### Cell classes on the final placement

Fill, decap, tap and diode cells in gray.
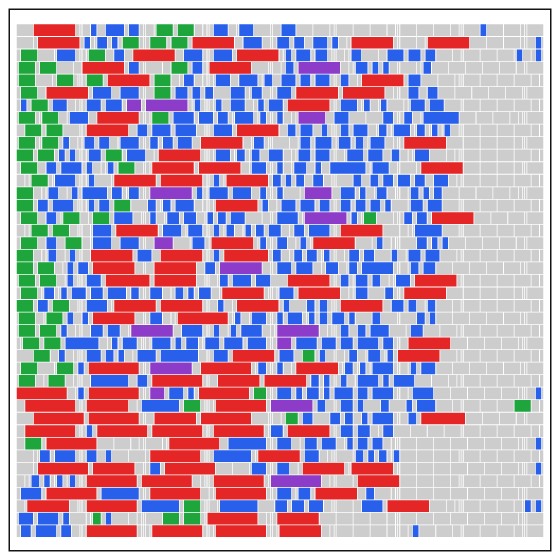
### Port wiring

Scale bar: 20 um.
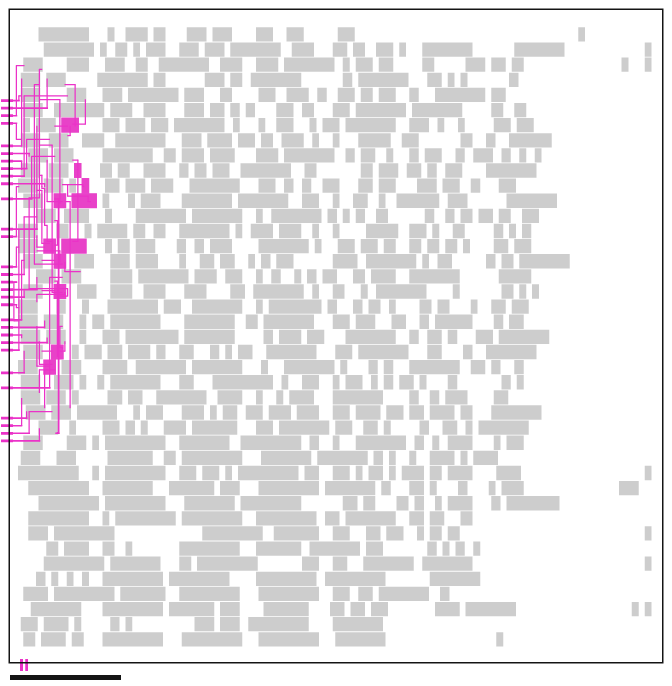
### Supply network

Scale bar: 20 um. Pins as bars on the die edge. Tap cells in gray.
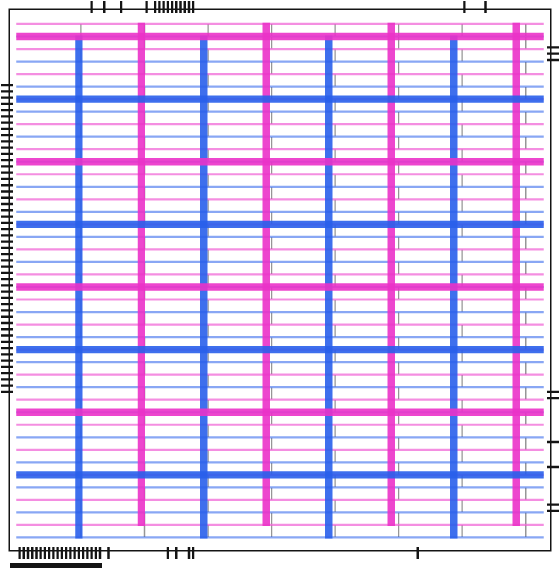
==> config.mk <==
export PLATFORM = sky130hd
export DESIGN_NAME = mmio_uart_tx
export DESIGN_NICKNAME = d
export VERILOG_FILES = /design/src/rtl/mmio_uart_tx.sv
export SDC_FILE = /design/constraint.sdc
export NUM_CORES = 1
export LEC_CHECK = 0
export CAP_MARGIN = 10
export CELL_PAD_IN_SITES_DETAIL_PLACEMENT = 1
export CELL_PAD_IN_SITES_GLOBAL_PLACEMENT = 1
export CORE_UTILIZATION = 44
export DETAILED_ROUTE_END_ITERATION = 7
export MAX_ROUTING_LAYER = met4
export PLACE_DENSITY = 0.84
export SYNTH_ARGS = -nofsm -noshare
export SYNTH_HDL_FRONTEND = slang
export SYNTH_SLANG_ARGS = --single-unit
==> constraint.sdc <==
create_clock -name i_clk -period 4.62 [get_ports i_clk]
set_input_delay 0.693 -clock i_clk [delete_from_list [all_inputs] [get_ports i_clk]]
set_output_delay 0.693 -clock i_clk [all_outputs]
set_load 0.05 [all_outputs]
==> metrics.yaml <==
run_status: "completed"
ys_top_cells_by_area: "dfrtp_1, edfxtp_1, mux2_2"
grt_use_met1_pct: 32.8
htree_num_levels: 3
drt-wirelength-per-cell_um: 21.1
crit_fanout: 7
ctsHoldBuffers: 0
grt_pass1_wl_mm: 26.0
synth_simple_gate_area_share_pct: 15.8
maxUsedRoutingLayer: "met4"
placedInstanceArea_sq_um: 6570
reg2reg_slack_ps: 1470
cts-buffers-inserted: 9
initial_core_util_pct: 45.8
holdCritPathClass: "primary input to asynchronous set/reset pin"
setup-tns-final_ps: 0
post-route-drc-count: 0
routed-via-count: 4456
fillerInstances: 1332
setup.worst_path.start_class: "primary input"
synth.area.mux_share_pct: 9.69
ys_chip_area_sq_um: 5850
grt_usage_pct: 26.5
wl_met1_mm: 6.81
pre_cts_ws_ps: 657
adder_share_pct: 4.41
finalHoldWorstSlack_ps: 391
wl_met2_mm: 8.45
routed_wirelength_mm: 16.2
rsz0062_at_grt: "false"
combinational_power_uw: 111
post-route-period-util_pct: 85.5
met3_wirelength_um: 678
largest_reg_flops: 32
internal_power_mw: 1.42
tap_cells: 172
asyncSetResetFlopFracSynth_pct: 68.6
cts-resized-gates: 0
synth_top_cell_by_count: "dfrtp_1"
power_switching_uw: 464
timing.max_cap.violations: 0
synth-edff-count: 32
root_buffer: "clkbuf_16"
path_class: "primary input to output pin"
p_seq_share_pct: 49.8
worst-endpoint-arrival_ps: 3260
post_synth_ao_oa_area_fraction_pct: 11.9
cts.repair_timing.setup_buffer_count: 0
nonClkBufAreaFrac_pct: 9.94
max_freq_mhz: 253
clock_power_share_pct: 44.3
clockNetworkPower_uw: 834
ys_seq_share_pct: 46.5
clk_pin_slew_ps: 80
number_of_vias_per_cell_after_detailed_routing: 5.79
power_density_nw_per_um2: 273
largest_net_degree_at_the_start_of_global_routing: 39
synthDistinctLibCells: 64
timing.final.hold_violations: 0
timing.final.setup_violations: 0
detail-route-antenna-nets: 0
required_ps: 3930
stage_log_warnings: 54
grt-ovfl-total: 0
ys.warnings.count: 0
pg_seq_uw: 936
gp_routability_congestion: 0.836
synth-seq-cells: 102
drt-pass1-iter-count: 4
number_of_antenna_violations_at_the_first_check_in_global_routing: 0
design.seq.count: 102
timing.final.ws_setup_ps: 669
synth_cells: 535
layout-drive-gt1-share_pct: 12.4
yosysCellCount: 535
clock-skew-final_ps: 9.39
flop_area_sq_um: 2720
area_dominant_class: "logic gates"
non_clock_buffer_count: 70
detailedPlacementHpwl_mm: 11.6
grt.met2_usage_pct: 44.5
## Picture notes: 'Cell classes on the final placement'
- blue: remaining logic cells (cells 409)
- red: sequential cells (cells 102)
- purple: clock drivers and dummy loads (cells 16)
- green: remaining buffers and delay cells (cells 70)
fraction of area in registers: 39.4%
Floorplan Core Area: 12800 sq um
Rows: 41
Non-Filler Cell Area, Final: 6900 sq um

## Picture notes: 'Port wiring'
- magenta: `i_a` (bits 32; direction input; edge 30 left, 2 bottom; end cells 11; buffers 30; wire 688 um)
Port Buffer Count: 66
count of boundary I/O pins: 101

## Picture notes: 'Supply network'
- magenta: VDD
- blue: VSS
- rows: 41
- signal pins: 101
- met1 rails: 42
- met4 straps: 8
- met5 straps: 8
worst vdd ir: 0.000160 V
width of the die: 117 um
vertical extent of the die: 117 um

## cell usage in the layout (no fill, tap or decap), types with 8 or more instances in the layout
cell	count
conb_1	16
o21ai_0	25
a22oi_1	17
mux4_2	8
inv_1	23
a21oi_1	11
o21a_1	10
nand3_1	10
ha_1	19
dfrtp_1	67
mux2_2	29
clkbuf_16	9
clkdlybuf4s50_1	65
o22ai_1	13
o22a_1	9
nor3_1	14
xnor2_1	20
nor2_1	31
xor2_1	22
edfxtp_1	32
nand2_1	37
and2_1	14
nor4_1	18
## worst max-delay path: stages
cell and delay [ps]:
clkdlybuf4s50_1 400, nor4b_1 350, nand4_1 260, nor2_1 320
nand2_1 240, nor2_1 180, clkdlybuf4s50_1 820
